--- src/rtl/hex_status_pkg.sv ---
// Shared types and constants for the six-digit status display controller.
package hex_status_pkg;

  typedef enum logic [1:0] {
    ST_IDLE   = 2'd0,
    ST_SEARCH = 2'd1,
    ST_FOUND  = 2'd2,
    ST_FAIL   = 2'd3
  } state_t;

  typedef logic [4:0] char_t;

  localparam char_t       CHAR_DASH  = 5'h10;
  localparam char_t       CHAR_BLANK = 5'h1F;
  localparam int unsigned NUM_DIGITS = 6;
  localparam int unsigned KEY_W      = 24;
  localparam int unsigned SEG_W      = 7;
  localparam logic [SEG_W-1:0] SEG_OFF = 7'h7F;

  // Target state of an event cycle; clear > found > fail > start.
  function automatic state_t evt_target(input logic clear, input logic found,
                                        input logic fail, input logic start,
                                        input state_t cur);
    state_t nxt;
    nxt = cur;
    if (clear)      nxt = ST_IDLE;
    else if (found) nxt = ST_FOUND;
    else if (fail)  nxt = ST_FAIL;
    else if (start) nxt = ST_SEARCH;
    return nxt;
  endfunction

endpackage

--- src/rtl/seg7_encode.sv ---
// Combinational char-code to active-low {g,f,e,d,c,b,a} segment encoder.
module seg7_encode
  import hex_status_pkg::*;
(
  input  char_t            char_i,
  output logic [SEG_W-1:0] seg_o
);

  always_comb begin
    seg_o = SEG_OFF;
    case (char_i)
      5'h00:     seg_o = 7'h40;
      5'h01:     seg_o = 7'h79;
      5'h02:     seg_o = 7'h24;
      5'h03:     seg_o = 7'h30;
      5'h04:     seg_o = 7'h19;
      5'h05:     seg_o = 7'h12;
      5'h06:     seg_o = 7'h02;
      5'h07:     seg_o = 7'h78;
      5'h08:     seg_o = 7'h00;
      5'h09:     seg_o = 7'h10;
      5'h0A:     seg_o = 7'h08;
      5'h0B:     seg_o = 7'h03;
      5'h0C:     seg_o = 7'h46;
      5'h0D:     seg_o = 7'h21;
      5'h0E:     seg_o = 7'h06;
      5'h0F:     seg_o = 7'h0E;
      CHAR_DASH: seg_o = 7'h3F;
      default:   seg_o = SEG_OFF;
    endcase
  end

endmodule

--- src/rtl/hex_status_ctrl.sv ---
// Sequences HEX5..HEX0 from search-engine event pulses: blank, sweeping dash,
// found key in hex, or blinking dashes on failure.
module hex_status_ctrl
  import hex_status_pkg::*;
#(
  parameter int unsigned TICK_DIV = 12_500_000
) (
  input  logic             clk,
  input  logic             rst_n,
  input  logic             start,
  input  logic             found,
  input  logic [KEY_W-1:0] key,
  input  logic             fail,
  input  logic             clear,
  output logic [1:0]       state_o,
  output logic [SEG_W-1:0] HEX0,
  output logic [SEG_W-1:0] HEX1,
  output logic [SEG_W-1:0] HEX2,
  output logic [SEG_W-1:0] HEX3,
  output logic [SEG_W-1:0] HEX4,
  output logic [SEG_W-1:0] HEX5
);

  localparam int unsigned      CNT_W   = (TICK_DIV > 1) ? $clog2(TICK_DIV) : 1;
  localparam logic [CNT_W-1:0] CNT_MAX = CNT_W'(TICK_DIV - 1);
  localparam logic [2:0]       POS_MAX = 3'(NUM_DIGITS - 1);

  state_t             state_q;
  state_t             evt_state;
  logic               evt;
  logic               tick;
  logic [KEY_W-1:0]   key_q,   key_d;
  logic [CNT_W-1:0]   cnt_q,   cnt_d;
  logic [2:0]         pos_q,   pos_d;
  logic               phase_q, phase_d;
  char_t              chars   [NUM_DIGITS];
  logic [SEG_W-1:0]   seg     [NUM_DIGITS];
  logic [SEG_W-1:0]   hex_q   [NUM_DIGITS];

  // Every pulse is an accepted event, even when it re-enters the same state.
  always_comb begin
    evt       = clear | found | fail | start;
    evt_state = evt_target(clear, found, fail, start, state_q);
    tick      = (cnt_q == CNT_MAX);
  end

  always_ff @(posedge clk or negedge rst_n) begin
    if (!rst_n) begin
      state_q <= ST_IDLE;
    end else if (evt) begin
      state_q <= evt_state;
    end
  end

  always_comb begin
    key_d   = key_q;
    cnt_d   = tick ? '0 : cnt_q + CNT_W'(1);
    pos_d   = pos_q;
    phase_d = phase_q;
    if (found && !clear) key_d = key;
    if (evt) begin
      cnt_d   = '0;
      pos_d   = '0;
      phase_d = (evt_state == ST_FAIL);
    end else if (tick) begin
      if (state_q == ST_SEARCH) pos_d = (pos_q == POS_MAX) ? 3'd0 : pos_q + 3'd1;
      if (state_q == ST_FAIL)   phase_d = ~phase_q;
    end
  end

  always_ff @(posedge clk or negedge rst_n) begin
    if (!rst_n) begin
      key_q   <= '0;
      cnt_q   <= '0;
      pos_q   <= '0;
      phase_q <= 1'b0;
    end else begin
      key_q   <= key_d;
      cnt_q   <= cnt_d;
      pos_q   <= pos_d;
      phase_q <= phase_d;
    end
  end

  // Per-digit character selection from the current display state.
  always_comb begin
    for (int i = 0; i < NUM_DIGITS; i++) begin
      chars[i] = CHAR_BLANK;
      case (state_q)
        ST_SEARCH: if (pos_q == 3'(i)) chars[i] = CHAR_DASH;
        ST_FOUND:  chars[i] = {1'b0, key_q[4*i +: 4]};
        ST_FAIL:   if (phase_q) chars[i] = CHAR_DASH;
        default:   chars[i] = CHAR_BLANK;
      endcase
    end
  end

  for (genvar g = 0; g < NUM_DIGITS; g++) begin : g_digit
    seg7_encode u_enc (
      .char_i (chars[g]),
      .seg_o  (seg[g])
    );
  end

  always_ff @(posedge clk or negedge rst_n) begin
    if (!rst_n) begin
      for (int i = 0; i < NUM_DIGITS; i++) hex_q[i] <= SEG_OFF;
    end else begin
      for (int i = 0; i < NUM_DIGITS; i++) hex_q[i] <= seg[i];
    end
  end

  assign state_o = state_q;
  assign HEX0    = hex_q[0];
  assign HEX1    = hex_q[1];
  assign HEX2    = hex_q[2];
  assign HEX3    = hex_q[3];
  assign HEX4    = hex_q[4];
  assign HEX5    = hex_q[5];

endmodule

--- config.mk ---
export PLATFORM = sky130hd
export DESIGN_NAME = hex_status_ctrl
export DESIGN_NICKNAME = d
export VERILOG_FILES = /design/src/rtl/hex_status_pkg.sv /design/src/rtl/seg7_encode.sv /design/src/rtl/hex_status_ctrl.sv
export SDC_FILE = /design/constraint.sdc
export NUM_CORES = 1
export LEC_CHECK = 0
export CORE_AREA = 2 2 105 107
export DETAILED_ROUTE_END_ITERATION = 8
export DIE_AREA = 0 0 107 109
export PLACE_DENSITY = 0.82
export SLEW_MARGIN = 20
export SYNTH_ARGS = -nofsm -noshare
export SYNTH_HDL_FRONTEND = slang
export SYNTH_HIERARCHICAL = 1
export SYNTH_SLANG_ARGS = --single-unit
--- constraint.sdc ---
create_clock -name clk -period 5.25 [get_ports clk]
set_input_delay 0.7875 -clock clk [delete_from_list [all_inputs] [get_ports clk]]
set_output_delay 0.7875 -clock clk [all_outputs]
set_load 0.02 [all_outputs]
Congestion heat map:
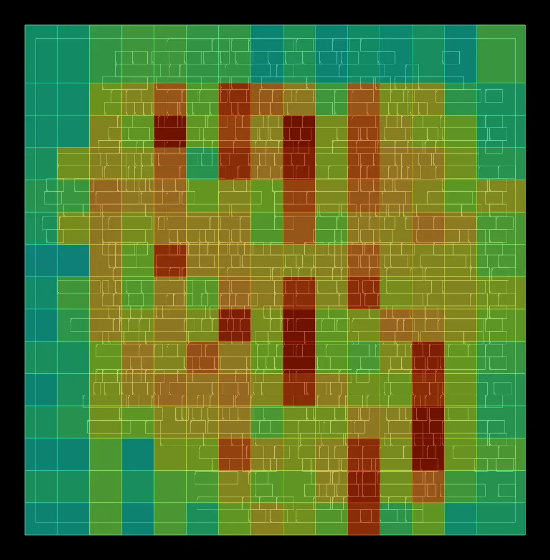
met2 Track Usage GR: 34.4%
fraction of the core area covered by cells at the end of the flow: 62.7%
routed len/inst: 15.4 µm
gr busiest metal: met2

==> git commit body <==
Update PnR metrics after Yosys + OpenROAD run

- Outcome: finished clean
- The synthesized netlist contains 52 unique library cells.
- Cell at the slowest stage of the critical path: dfrtp_1
- Proportion of synthesized area in mux cells: 7.59%
* Pwr dens: 279 nW/µm²
- The H-tree generated during clock tree synthesis spans 3 levels.
- Number of buffers added for setup after CTS: 0
- Adder Area Share: 9.68%
- Per the slew report, the remaining headroom to the max-slew limit stands at 50.9%.
- In the post-route analysis, the smallest setup slack over all paths is 2590 ps.
- After Yosys synthesis, and, or, nand and nor cells account for 16.2% of the synthesized area.
- According to the CTS report, the clock sink count is 96.
- For reference, the most critical setup path is categorized as register to register.
- CP Max Fanout: 7
* Worst vdd rail ir drop: 137 µV
- Placed cell areas: 6410 µm²
* Cell occurring most often along the worst timing path: inv_1
- Number of register bits inferred by synthesis: 96
- Largest incremental delay on the critical path: 490 ps
- On the final layout, the worst clock skew is 12.8 ps.
* # hold bufs at CTS: 0
- For reference, the top cells by count after synthesis are 54 x dfrtp_1, 44 x ha_1, 42 x dfstp_2.
- Detailed-router iteration count before antenna repair: 4
- In the final timing run, aggregate negative setup slack is 0 ps.
- Routed metal-1 wirelength: 5110 µm
- Maximum achievable frequency: 0.376 GHz
- TritonCTS clock tree: yes
* Maximum clock path buffer count: 2
- Number of input and output port buffers inserted: 73
- Final setup violation count: 0
- Synth Area per Inst: 10.6 µm²
- After Yosys synthesis, AND-OR and OR-AND compound gates account for 16.4% of the synthesized area.
- Worst setup EP type: register
- The data required time reported for the critical path is 5560 ps.
* Via count: 4222
* Yosys warning tally: 6
* Combined flip-flop and latch cell area: 2450 µm²
- Per the OpenROAD floorplan log, the width of the die is 107 µm.
- Post-Layout Inst Area: 6640 µm²
- Full die area: 11700 µm²
Gate families picked out:
Scale: 4 px per µm.
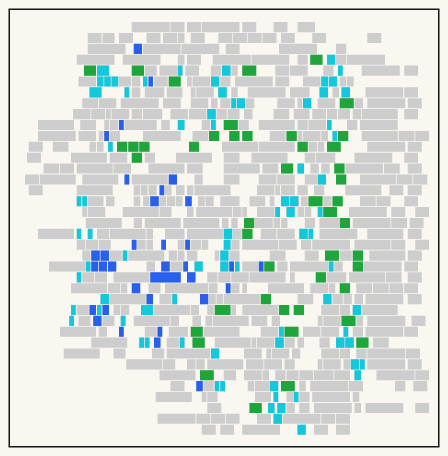
| family | color | cells |
|---|---|---|
| NAND gates | blue | 34 |
| AND-OR and OR-AND gates | green | 46 |
| NOR gates | cyan | 79 |

==> power by group <==
part	leakage, nW	total, mW	switching (mW)	internal, mW
Sequential	1.14	0.856	0.0280	0.828
Combinational	1.60	0.450	0.245	0.205
Clock	0.105	0.545	0.263	0.283
==> sequential cells by signal, indices dropped and copies added, names as in the netlist <==
register and count:
HEX4 7, HEX3 7, cnt_q 24, state_o 2, key_q 24, HEX1 7
HEX2 7, HEX0 7, pos_q 3, phase_q 1, HEX5 7
==> cell usage in the layout, fill, tap and decap left out, drive strengths merged, types with 2 or more instances in the layout <==
cell type and count:
and2 10, a31oi 17, nor2b 19, clkdlybuf4s50 72
inv 21, nor4 2, bufinv 2, a21oi 34
o21ai 16, xor2 13, or3 9, ha 44
or4 3, clkbuf 10, nand4 12, o21a 5
buf 4, a221o 11, clkinvlp 3, nor2 46
nand3 7, dfstp 42, nor4b 3, nand2 14
and4 6, mux2 31, a22oi 10, and3 6
dfrtp 54, or2b 5, mux2i 6, a211o 7
nor3 9, or3b 6, o21bai 11, a21o 20
==> area by class of cell <==
cell class              instances  share of cell area (%)
multi-input cells             394                    44.5
flip-flops and latches         96                    36.9
repair buffers                 76                    11.3
well taps                     140                    2.64
clock buffers                  10                    2.07
clock inverters                 6                    1.37
inverters                      20                    1.13
==> critical path: cells and delay by family (launching register included) <==
family | cells | cell delay [ps]
adders and majority gates | 1 | 320
DFF | 1 | 490
AOI/OAI and AO/OA | 3 | 840
buffers and inverters | 3 | 300
muxes | 1 | 430
and+or+nand+nor | 1 | 210
==> per-stage QoR <==
stage / hold WS (ps) / instances
after floorplan: 424 / 537
after global placement: 438 / 726
after detailed placement: 446 / 726
after CTS: 460 / 742
after global routing: 491 / 742
final: 464 / 742
Power and IR drop assume default switching activity.
